`config.mk`:
```
export PLATFORM = sky130hd
export DESIGN_NAME = change_dispenser
export DESIGN_NICKNAME = d
export VERILOG_FILES = /design/src/rtl/change_dispenser.sv
export SDC_FILE = /design/constraint.sdc
export NUM_CORES = 1
export LEC_CHECK = 0
export ABC_CLOCK_PERIOD_IN_PS = 8200
export CAP_MARGIN = 0
export CORE_MARGIN = 1
export CORE_UTILIZATION = 55
export CTS_CLUSTER_SIZE = 40
export DETAILED_ROUTE_END_ITERATION = 10
export PLACE_DENSITY = 0.91
export SETUP_SLACK_MARGIN = 0.1
export SYNTH_ARGS = -nofsm -noshare
export SYNTH_HDL_FRONTEND = slang
export SYNTH_SLANG_ARGS = --single-unit
```
`constraint.sdc`:
```
create_clock -name clock -period 8.2 [get_ports clock]
set_input_delay 2.46 -clock clock [delete_from_list [all_inputs] [get_ports clock]]
set_output_delay 2.46 -clock clock [all_outputs]
set_load 0.02 [all_outputs]
```
`src/rtl/change_dispenser.sv`:
```
// Change-return sequencer: pays out a captured amount in 10- and 5-unit coins,
// one coin per eject/acknowledge handshake, faulting on bad amounts or a silent hopper.
module change_dispenser #(
  parameter int unsigned ACK_TIMEOUT = 8
) (
  input  logic       clock,
  input  logic       reset,
  input  logic       start,
  input  logic [4:0] amount,
  input  logic       coin_ack,
  input  logic       empty10,
  input  logic       empty5,
  output logic       coin10,
  output logic       coin5,
  output logic       busy,
  output logic       done,
  output logic       fault,
  output logic [4:0] remaining
);

  typedef enum logic [2:0] {
    S_IDLE,
    S_SELECT,
    S_EJECT,
    S_WAIT_ACK,
    S_FINISH,
    S_FAULT
  } state_t;

  state_t     state_q, state_d;
  logic [4:0] rem_q, rem_d;
  logic [7:0] timer_q, timer_d;
  logic       denom10_q, denom10_d;
  logic       coin10_q, coin10_d;
  logic       coin5_q, coin5_d;
  logic       busy_q, busy_d;
  logic       done_q, done_d;
  logic       fault_q, fault_d;

  always_comb begin
    state_d   = state_q;
    rem_d     = rem_q;
    timer_d   = timer_q;
    denom10_d = denom10_q;

    unique case (state_q)
      S_IDLE, S_FAULT: begin
        if (start) begin
          rem_d   = amount;
          state_d = ((amount % 5'd5) == '0) ? S_SELECT : S_FAULT;
        end
      end
      S_SELECT: begin
        // Hopper flags are looked at afresh for every coin, so a request may mix denominations.
        if (rem_q == '0) begin
          state_d = S_FINISH;
        end else if (rem_q >= 5'd10 && !empty10) begin
          denom10_d = 1'b1;
          state_d   = S_EJECT;
        end else if (rem_q >= 5'd5 && !empty5) begin
          denom10_d = 1'b0;
          state_d   = S_EJECT;
        end else begin
          state_d = S_FAULT;
        end
      end
      S_EJECT: begin
        timer_d = '0;
        state_d = S_WAIT_ACK;
      end
      S_WAIT_ACK: begin
        if (coin_ack) begin
          if (denom10_q && rem_q >= 5'd10) begin
            rem_d = rem_q - 5'd10;
          end else if (!denom10_q && rem_q >= 5'd5) begin
            rem_d = rem_q - 5'd5;
          end
          state_d = S_SELECT;
        end else if (timer_q == 8'(ACK_TIMEOUT - 1)) begin
          state_d = S_FAULT;
        end else begin
          timer_d = timer_q + 8'd1;
        end
      end
      S_FINISH: begin
        state_d = S_IDLE;
      end
      default: begin
        state_d = S_IDLE;
      end
    endcase

    // Outputs are registered from the next state so they line up with the state they decode.
    coin10_d = (state_d == S_EJECT) && denom10_d;
    coin5_d  = (state_d == S_EJECT) && !denom10_d;
    busy_d   = (state_d == S_SELECT) || (state_d == S_EJECT) ||
               (state_d == S_WAIT_ACK) || (state_d == S_FINISH);
    done_d   = (state_d == S_FINISH);
    fault_d  = (state_d == S_FAULT);
  end

  always_ff @(posedge clock) begin
    if (reset) begin
      state_q   <= S_IDLE;
      rem_q     <= '0;
      timer_q   <= '0;
      denom10_q <= 1'b1;
      coin10_q  <= 1'b0;
      coin5_q   <= 1'b0;
      busy_q    <= 1'b0;
      done_q    <= 1'b0;
      fault_q   <= 1'b0;
    end else begin
      state_q   <= state_d;
      rem_q     <= rem_d;
      timer_q   <= timer_d;
      denom10_q <= denom10_d;
      coin10_q  <= coin10_d;
      coin5_q   <= coin5_d;
      busy_q    <= busy_d;
      done_q    <= done_d;
      fault_q   <= fault_d;
    end
  end

  assign coin10    = coin10_q;
  assign coin5     = coin5_q;
  assign busy      = busy_q;
  assign done      = done_q;
  assign fault     = fault_q;
  assign remaining = rem_q;

endmodule

```
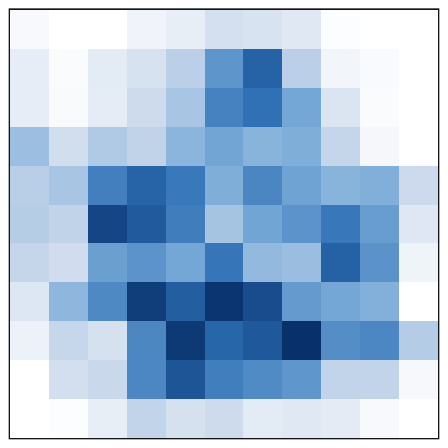
(run_1/route_heat.png)
11 x 11 tiles, from white (low) to dark blue (high), scaled to the fullest tile. Values are wire area over tile area, all layers added.
11% of the tiles are nearly empty. The fullest tile reaches 0.52. The mean over all tiles is 0.19. 36% of the tiles are over half the peak. The emptiest ninth of the die: top right.
final routed wirelength across all metal layers: 3.89 mm
total global routing track utilization: 0.266

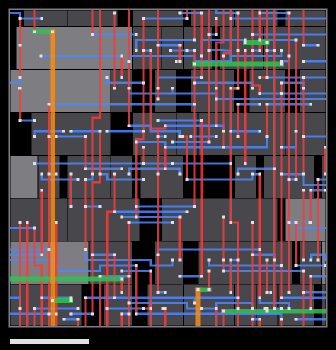
(run_1/closeup.png)
Bar = 5 um. Region (18, 30) to (38, 50) um. Cells in grey, sequential cells in the stronger grey; small squares are vias.
Blue is M1. Green is M3. Orange is M4. Red is M2.
Sequential cells in the window: 3. Most frequent: nor2_1 (6), inv_1 (3), dfxtp_1 (3). 39 logic cells have their middle in the window. Netlist names of flops here include `timer_q` (3).

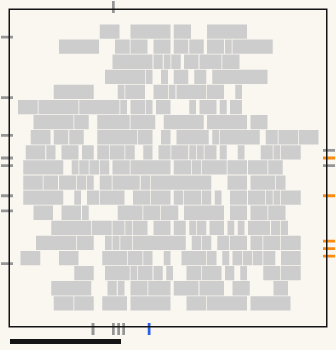
(run_1/pinout.png)
Bar = 20 um. Pins as bars across the die edge, other pins in grey.
Orange is `amount`, pins 5, direction input, edge right. Blue is `empty5`, pins 1, direction input, edge bottom.
All pins by edge: 8 left, 7 right, 5 bottom, 1 top.
Die Width: 56.9 um
Chip Height: 56.9 um
I/O Buffers: 20

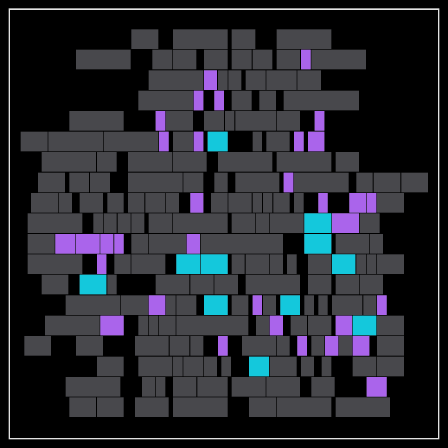
(run_1/gates.png)
Purple is nor cells, cells 33. Cyan is non-inverting ao/oa cells, cells 11.
Non-Filler Instances: 233
Comb/total area: 0.591
highest-count logic cell in the final layout: sky130_fd_sc_hd__dfxtp_1

==> summary.txt, run 1 <==
Notes on the flow run.

- The signal arrival time at the worst endpoint is about 5.2 ns, for reference.
- The post-synth tally of flip-flops with integrated enable is 0, for reference.
- The post-synthesis sequential element count is 22, for reference.
- Routing resource usage on met3 recorded by global route was 0.0392.
- The power share of the combinational group is 0.433, for reference.
- The worst slack after detailed placement is 2.90 ns, for reference.
- Per the synthesis report, the XOR/XNOR share of the synthesized area is 0.0581.
- Looking at the post-CTS report, the setup buffer insertion count equals 0.
- Per the synthesis report, the adder-cell share of the synthesized area is 0.0679.
- Summed over all cells, the static leakage comes to 0.698 nW.
- The register share of total power is 0.358, for reference.
- The post-place instance area is about 0.0018 sq mm, for reference.
- The DRC violation total left in the routed layout is recorded as 0.
- The worst setup path endpoint is done, for reference.
- The run finished with clean final reports.
- The detailed-routing iteration count for the pre-antenna-repair pass is 4, for reference.
- The setup TNS after final layout is 0 ns, for reference.
- The number of slew-limit violations in the final report is 0, for reference.
- Per the run report, area growth between synthesis and finish was 14.0%.
- After detailed routing, the met3 layer carries roughly 230 um of wire.
- The class of the most critical hold timing path is reg -> reg, for reference.
- The synthesis log from Yosys contains 0 warnings.
- The clock transition at the registers of the reported paths is 0.13 ns, for reference.
- The top routing layer in use is met4, for reference.
- The via count of the first global-routing pass is 1,418.
- The critical path's slowest stage uses the library cell sky130_fd_sc_hd__clkdlybuf4s50_1.
- Wire segments on met2 add up to about 1.8 mm in the final route.
- The site row count is 19, for reference.
- For reference, the most critical setup path is categorized as in -> reg.
- For this run, the slowest stage of the critical path takes between 0.6 and 0.7 ns.
- On met2, the global router reports a usage of 0.437.
- The dominant delay contributor by cell family on the critical path is AND-OR/OR-AND gates, for reference.
- The detailed placer's ending HPWL is ~2.9 mm, for reference.
- The power report attributes to the clock group a share of 0.209.
- The worst setup path is captured at a register.
- On the final layout, the worst clock skew is about 0.0042 ns.
- Setup repair after global routing left no endpoint under its margin.
- Looking at the clock tree report, the H-tree level count equals 1.
- The maximum vdd drop is 0.156 mV, for reference.
- Headroom to the max-slew limit came out at 0.560.
- The buffer levels on the longest clock path is 2, for reference.
- The internal power of the cells totals 0.000250 W.
- Post-route period utilization is reported as 0.608.
- The worst setup slack after layout is approximately 3.2 ns, for reference.
- All stages included, the depth of the critical timing path comes to 11.
- The skew report gives the latency at the later pin of the worst-skew pair as 0.32 ns.
- The finished design was reported to have a net count of between 200 and 250.
- The leading area contributor after synthesis is sky130_fd_sc_hd__dfxtp_1, for reference.
- The post-route report lists met1 wire length as ~1.8 mm.
- At the pin with the least slew margin, the transition time is around 0.66 ns.
-- run 1: cells in the final DEF, fill, tap and decap left out, types with 3 or more instances in the layout --
| master | n |
|---|---|
| sky130_fd_sc_hd__nor2_1 | 17 |
| sky130_fd_sc_hd__clkbuf_4 | 3 |
| sky130_fd_sc_hd__inv_1 | 11 |
| sky130_fd_sc_hd__clkdlybuf4s50_1 | 20 |
| sky130_fd_sc_hd__a21oi_1 | 14 |
| sky130_fd_sc_hd__a21o_1 | 3 |
| sky130_fd_sc_hd__xor2_1 | 4 |
| sky130_fd_sc_hd__xnor2_1 | 7 |
| sky130_fd_sc_hd__o21ai_0 | 4 |
| sky130_fd_sc_hd__nor3_1 | 6 |
| sky130_fd_sc_hd__a211oi_1 | 6 |
| sky130_fd_sc_hd__and3b_1 | 3 |
| sky130_fd_sc_hd__nand2_1 | 9 |
| sky130_fd_sc_hd__dfxtp_1 | 22 |
| sky130_fd_sc_hd__ha_1 | 9 |
| sky130_fd_sc_hd__nand2b_1 | 3 |
| sky130_fd_sc_hd__nand4_1 | 3 |
-- run 1: worst min path at each step --
stage | startpoint | endpoint | slack (ns) | cells after the start
finish | timer_q[7] | timer_q[7] | 0.54 | 2
global route | timer_q[7] | timer_q[7] | 0.56 | 2
CTS | timer_q[7] | timer_q[7] | 0.54 | 2
detailed placement | timer_q[7] | timer_q[7] | 0.50 | 2
global placement | timer_q[7] | timer_q[7] | 0.49 | 2
floorplan | timer_q[7] | timer_q[7] | 0.48 | 2
-- run 1: stage by stage --
stage                     instances  utilization
after floorplan                 190            -
after global placement          229        0.656
after detailed placement        229        0.656
after CTS                       233        0.674
after global routing            233        0.674
final                           233        0.674
-- run 1: area by class of cell --
cell class	count	area, sq um	area share
flip-flops and latches	22	440	0.233
clock buffers	3	22.5	0.0119
well taps	31	38.8	0.0205
clock inverters	1	30.0	0.0159
multi-input cells	145	1120	0.591
repair buffers	20	200	0.106
inverters	11	41.3	0.0218
-- run 1: state kept, by name, summed over array words and instances, names as in the netlist --
| signal | cells |
|---|---|
| fault | 1 |
| busy | 1 |
| denom10_q | 1 |
| coin5 | 1 |
| timer_q | 8 |
| done | 1 |
| state_q | 3 |
| remaining | 5 |
| coin10 | 1 |
-- run 1: power by group through the flow --
stage	logic (W)	clock network, W	registers [W]
6_report	0.000177	0.0000858	0.000147
5_1_grt	0.000194	0.0000913	0.000149
4_1_cts	0.000175	0.0000866	0.000146
3_5_place_dp	0.000174	0	0.000148
3_3_place_gp	0.000165	0	0.000147
2_1_floorplan	0.000125	0	0.000147
-- run 1: cells in the mapped netlist (all sizes together) (2+ instances only) --
master	number
a2111oi	2
a211o	2
a211oi	9
a21o	3
a21oi	14
a31oi	2
and2b	3
and3b	3
buf	10
clkbuf	2
dfxtp	22
ha	9
inv	11
mux2i	2
nand2	9
nand2b	4
nand3	2
nand4	3
nand4bb	2
nor2	18
nor2b	2
nor3	6
nor3b	2
nor4	2
nor4b	2
o21ai	5
o32ai	4
or3	2
xnor2	7
xor2	4
-- run 1: tightest hold or removal path, stage by stage (launching register included) --
cell and delay (ns):
sky130_fd_sc_hd__dfxtp_1 0.37, sky130_fd_sc_hd__xnor2_1 0.07, sky130_fd_sc_hd__nor2_1 0.07
==> run 2, diff against run 1 <==
- ABC_CLOCK_PERIOD_IN_PS: 8200 -> 5000
- clock period: 8.2 -> 5 ns (I/O delays scaled with it)
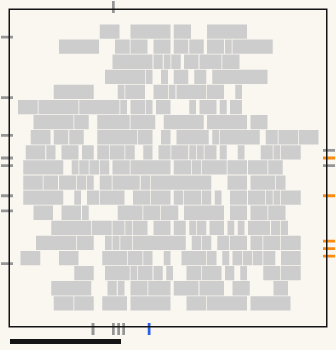
(run_2/pinout.png)
Bar = 20 um. Pins as bars across the die edge, other pins in grey.
Blue is `empty5`, pins 1, direction input, edge bottom. Orange is `amount`, pins 5, direction input, edge right.

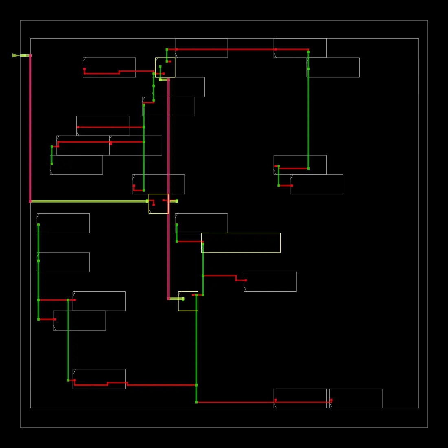
(run_2/clock_nets.png)
layout sequential cell count: 22
total clock buffers created by CTS: 3
Clock Sinks: 22

==> run 2 against run 1 <==
  * Sequential power rose by 64%
  * Clock skew unchanged
  * Total power grew 64%
  * Worst setup slack lost 2.2 ns
  * Count of clock-buffer cells in the layout unchanged
  * Core utilization stayed put
  * Critical path depth unchanged
  * Worst hold slack stayed put
  * Via count did not move
  * Combinational power up 64%
  * Sequential share of layout area did not move
  * Design area did not move
==> summary.txt, run 2 <==
Notes on the flow run.

- The flow ran to the end, and the final reports show no timing, DRC or antenna violations.
- Note that the worst hold path type here is reg -> reg.
- The share of total power dissipated in the clock network is 0.209.
- The slew at the pin closest to its max-slew limit is around 0.66 ns, for reference.
- Counting flops with a built-in enable in the synthesized netlist gives 0.
- The internal power component is about 0.00041 W, for reference.
- The adder and majority cell fraction of the synthesized area is 0.0679, for reference.
- The power report puts the leakage power at 0.698 nW.
- The detailed-routing iteration count for the pre-antenna-repair pass is 4, for reference.
- The fraction of the cycle the final worst path needs is 0.805, for reference.
- STA classifies the critical path endpoint as a register.
- The worst setup path category is in -> reg, for reference.
- The net count of the finished layout is 223.
- For reference, the clock transition at the flip-flops on the worst setup and hold paths is between 0.1 and 0.15 ns.
- The buffer levels on the longest clock path is 2, for reference.
- Max-slew check failures listed in the final report amount to 0.
- The register with the most flip-flops in the layout has 8 of them.
- After detailed routing, the number of remaining DRC violations is 0.
- In the final layout, flip-flops and latches occupy about 440 sq um.
- The biggest area contributor in the post-synthesis netlist is sky130_fd_sc_hd__dfxtp_1.
- The register with the most flip-flops in the final layout is timer_q.
- Per the synthesis report, the XOR/XNOR share of the synthesized area is 0.0581.
- The via count of the first global-routing pass came to 1,418.
- In this run the number of H-tree levels came out at 1.
- The power share of the combinational group is 0.433, for reference.
- The signed area change from the synthesized netlist to the final layout is 14.0%, for reference.
- The commonest cells after synthesis are sky130_fd_sc_hd__dfxtp_1 (22), sky130_fd_sc_hd__nor2_1 (17), sky130_fd_sc_hd__a21oi_1 (14).
- The register share of total power is 0.358, for reference.
- In the layout the commonest cells are sky130_fd_sc_hd__dfxtp_1 (22), sky130_fd_sc_hd__clkdlybuf4s50_1 (20), sky130_fd_sc_hd__nor2_1 (17).
- The maximum vdd drop is 0.255 mV, for reference.
- The buffers inserted during post-CTS setup optimization is 0, for reference.
- The synthesis log from Yosys contains 0 warnings.
-- run 2: cell counts after synthesis --
Identical to the previous run, type by type.
-- run 2: final timing paths --
| path | cells past startpoint | slack (ns) | to | from |
|---|---|---|---|---|
| max | 11 | 0.98 | done | amount[4] |
| min | 2 | 0.54 | timer_q[7] | timer_q[7] |
| max reg2reg | 7 | 2.51 | remaining[2] | remaining[1] |
| min reg2reg | 2 | 0.54 | timer_q[7] | timer_q[7] |
-- run 2: cells by family (layout without fill, tap and decap cells) --
logic type      after synthesis  in the layout
xor+xnor                     11             11
simple gates                 66             66
fa+ha+maj                     9              9
buf+inv                      23             35
flops                        22             22
compound gates               56             56
mux                           3              3
-- run 2: cell type report --
type / count / share of cell area
timing repair buffer: 20 / 0.106
sequential: 22 / 0.233
tap: 31 / 0.0205
clock inverter: 1 / 0.0159
multi-input combinational: 145 / 0.591
inverter: 11 / 0.0218
clock buffer: 3 / 0.0119
-- run 2: stage by stage --
step	power (W)	worst slack [ns]	instance area, sq um	std cells	hold WS [ns]
after floorplan	0.000446	1.54	1660	190	0.477
after global placement	0.000511	0.871	1840	229	0.493
after detailed placement	0.000528	0.656	1840	229	0.502
after CTS	0.000669	1.01	1890	233	0.539
after global routing	0.000712	0.796	1890	233	0.561
final	0.000673	0.977	1890	233	0.538
-- run 2: power by group through the flow --
stage	logic (W)	registers (W)	clock network, W
final	0.000291	0.000241	0.000141
after global routing	0.000318	0.000245	0.000150
after CTS	0.000287	0.000240	0.000142
after detailed placement	0.000285	0.000243	0
after global placement	0.000271	0.000240	0
after floorplan	0.000205	0.000241	0
-- run 2: layer usage --
layer  global-route usage  up-vias  wire (um)  share of wire
met5                    0        -          0              0
met4                0.115        0         68          0.017
met3               0.0392        7        229          0.059
met2                0.437       62       1830           0.47
met1                0.348      702       1770           0.45
li1                     -      731          -              -
-- run 2: worst max-delay path, cell delays in order --
cell and delay (ns):
sky130_fd_sc_hd__clkdlybuf4s50_1 0.64, sky130_fd_sc_hd__nor2b_1 0.36, sky130_fd_sc_hd__xnor2_1 0.19, sky130_fd_sc_hd__nor2_1 0.06, sky130_fd_sc_hd__a21oi_1 0.12, sky130_fd_sc_hd__ha_1 0.26
sky130_fd_sc_hd__nor4bb_1 0.08, sky130_fd_sc_hd__a211o_1 0.29, sky130_fd_sc_hd__a32o_1 0.27, sky130_fd_sc_hd__a211oi_2 0.30, sky130_fd_sc_hd__a211oi_1 0.14
==> run 3, diff against run 2 <==
- ABC_CLOCK_PERIOD_IN_PS: 5000 -> 3600
- CORE_UTILIZATION: 55 -> 50
- PLACE_DENSITY: 0.91 -> 0.88
- clock period: 5 -> 3.6 ns (I/O delays scaled with it)
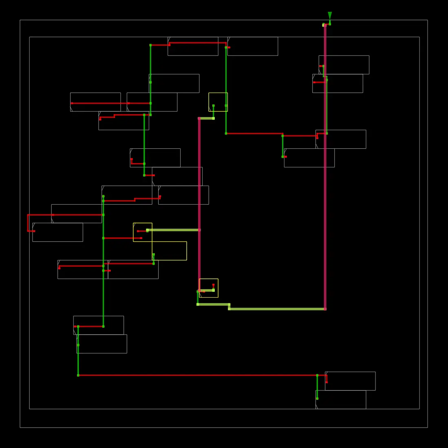
(run_3/clock_nets.png)
Clk power: 0.000145 W
worst clock skew: 0.0118 ns

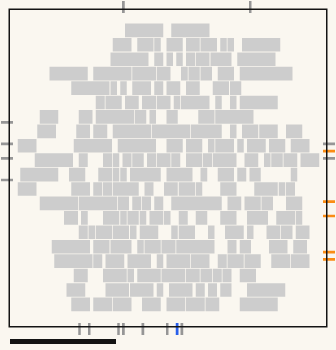
(run_3/pinout.png)
Bar = 20 um. Pins as bars across the die edge, other pins in grey.
Blue is `empty5`, pins 1, direction input, edge bottom. Orange is `amount`, pins 5, direction input, edge right.
All pins by edge: 8 bottom, 7 right, 4 left, 2 top.
Die Width: 59.6 um
Chip Height: 59.6 um

==> run 3 against run 2 <==
  * Final cell count increased by 7.7%
  * Synthesized area is the same
  * Combinational power rose by 35%
  * Global-route usage decreased by 4.4 points
  * Clock power rose by 3%
  * Sequential power grew 38%
  * Count of clock-buffer cells in the layout increased by 1
  * Critical path depth stayed put
  * Largest power group unchanged
==> summary.txt, run 3 <==
Notes on the flow run.

- The post-synth tally of flip-flops with integrated enable is 0, for reference.
- The beginning of the worst hold path is timer_q[7], for reference.
- The worst setup slack for register-to-register paths is 1.31 ns, for reference.
- The fraction of met2 tracks used by global routing is 0.343, for reference.
- Clock latency on the worst-skew pair, taken at its later pin, is approximately 0.33 ns.
- Of the total power, registers draw 0.382.
- The flow ran to the end, and the final reports show no timing, DRC or antenna violations.
- The timing report attributes the biggest portion of critical-path delay to AND-OR/OR-AND gates.
- The clock network fraction of design power is 0.166, for reference.
- The fraction of the cycle the final worst path needs is 0.915, for reference.
- In this run, CTS created clock tree buffers numbering 3.
- The via count of the first global-routing pass is between 1,000 and 1,500, for reference.
- The buffers inserted during post-CTS setup optimization is 0, for reference.
- The worst setup path category is in -> reg, for reference.
- The final layout contains ~230 nets.
- The final report lists a non-filler cell total of 251.
- After legalization and detailed placement, the total HPWL measured approximately 2.5 mm.
- The critical path's slowest stage uses the library cell sky130_fd_sc_hd__clkdlybuf4s50_1.
- For met3 alone, demand over resource in global routing was 0.0371.
- For hold timing, the worst endpoint is timer_q[7].
- The end of the worst register-to-register path is remaining[2], for reference.
- The worst reg2reg path depth is 7, for reference.
- The script parses the final routing iteration and logs DRC violations as 0.
- The leading area contributor after synthesis is sky130_fd_sc_hd__dfxtp_1, for reference.
- The flow measured a signed area growth from synthesis to layout of 16.3%.
- The maximum vdd drop is between 0.2 and 0.3 mV, for reference.
- Counting along the longest clock path gives a buffer depth of 2.
- The worst hold slack across all endpoints is 0.553 ns, for reference.
- Measured on the finished design, the core utilization comes to 0.622.
- The power share of the combinational group is 0.452, for reference.
- Counting instances in the post-synthesis netlist gives the leading cell types as sky130_fd_sc_hd__dfxtp_1 (22), sky130_fd_sc_hd__nor2_1 (17), sky130_fd_sc_hd__a21oi_1 (14).
- Total global-route track usage over all layers is 0.222.
- The depth of the CTS H-tree is 1, for reference.
- The timing report notes that buffer and inverter cells on the critical path total 1.
- The cell count after placement is 247, for reference.
- The worst setup path is captured at a register.
- Per STA, the worst path is made up of clkdlybuf4s50_1 -> nor2b_1 -> xnor2_1 -> nor2_1 -> a21oi_1 -> ha_1 -> nor4bb_1 -> a211o_1 -> a32o_1 -> a211oi_2 -> a21boi_1.
- The total number of yosys warnings is 0, for reference.
- Setup repair after global routing left no endpoint under its margin.
- The post-synthesis sequential element count is 22, for reference.
- The maximum cell stage delay along the critical path is between 0.4 and 0.5 ns, for reference.
- The max-slew check reports its worst relative slack as 0.596.
- The library cells used most frequently in the layout, excluding fill and tap cells, are sky130_fd_sc_hd__dfxtp_1 (22), sky130_fd_sc_hd__clkdlybuf4s50_1 (20), sky130_fd_sc_hd__nor2_1 (17).
- The most common cell in the synthesized netlist is sky130_fd_sc_hd__dfxtp_1.
- Per the OpenROAD power report, leakage power amounts to 0.716 nW.
run 3: cell types whose count changed in the layout (fill, tap and decap cells not counted):
cell,previous run,this run
sky130_fd_sc_hd__buf_4,0,5
sky130_fd_sc_hd__bufinv_16,1,0
sky130_fd_sc_hd__clkbuf_8,0,1
run 3: final cells by class:
cell class	instances	area (sq um)
flip-flops and latches	22	440
inverters	11	41.3
multi-input cells	145	1120
repair buffers	25	238
well taps	44	55.1
fillers	287	1170
clock buffers	4	36.3
run 3: power by group through the flow:
| stage | sequential, W | combinational (W) | clock [W] |
|---|---|---|---|
| floorplan | 0.000335 | 0.000284 | 0 |
| finish | 0.000333 | 0.000393 | 0.000145 |
| detailed placement | 0.000336 | 0.000390 | 0 |
| global route | 0.000341 | 0.000427 | 0.000152 |
| CTS | 0.000332 | 0.000392 | 0.000145 |
| global placement | 0.000336 | 0.000381 | 0 |
run 3: through the flow:
step                setup TNS, ns  instance area, sq um  worst slack (ns)
floorplan                       0                  1660             0.557
global placement                0                  1890             0.101
detailed placement        -0.0486                  1890           -0.0237
CTS                             0                  1930             0.325
global route                    0                  1930             0.192
finish                          0                  1930             0.307
run 3: how the worst max path moves through the flow:
stage | end | slack (ns) | cells past startpoint
3_5_place_dp | done | -0.02 | 11
4_1_cts | done | 0.32 | 11
6_report | fault | 0.31 | 11
5_1_grt | fault | 0.19 | 11
2_1_floorplan | done | 0.56 | 11
3_3_place_gp | done | 0.10 | 11
run 3: cell families (layout without fill, tap and decap cells):
| logic type | after synthesis | count (layout) | synth area share |
|---|---|---|---|
| simple gates | 66 | 66 | 0.241 |
| compound gates | 56 | 56 | 0.289 |
| buf+inv | 23 | 40 | 0.0603 |
| flops | 22 | 22 | 0.265 |
| xor+xnor | 11 | 11 | 0.0581 |
| fa+ha+maj | 9 | 9 | 0.0679 |
| mux | 3 | 3 | 0.0189 |
run 3: layer usage:
metal / wire length (um) / vias up
li1: - / 736
met1: 1710 / 680
met2: 1580 / 29
met3: 169 / 5
met4: 66 / 0
met5: 0 / -
run 3: tightest hold or removal path: cells and delay by family, from the launching register on:
family	cells	cell delay [ns]
xor+xnor	1	0.08
simple gates	1	0.07
flops	1	0.37
Power figures rest on the tool's default switching activity, not on a simulated workload.
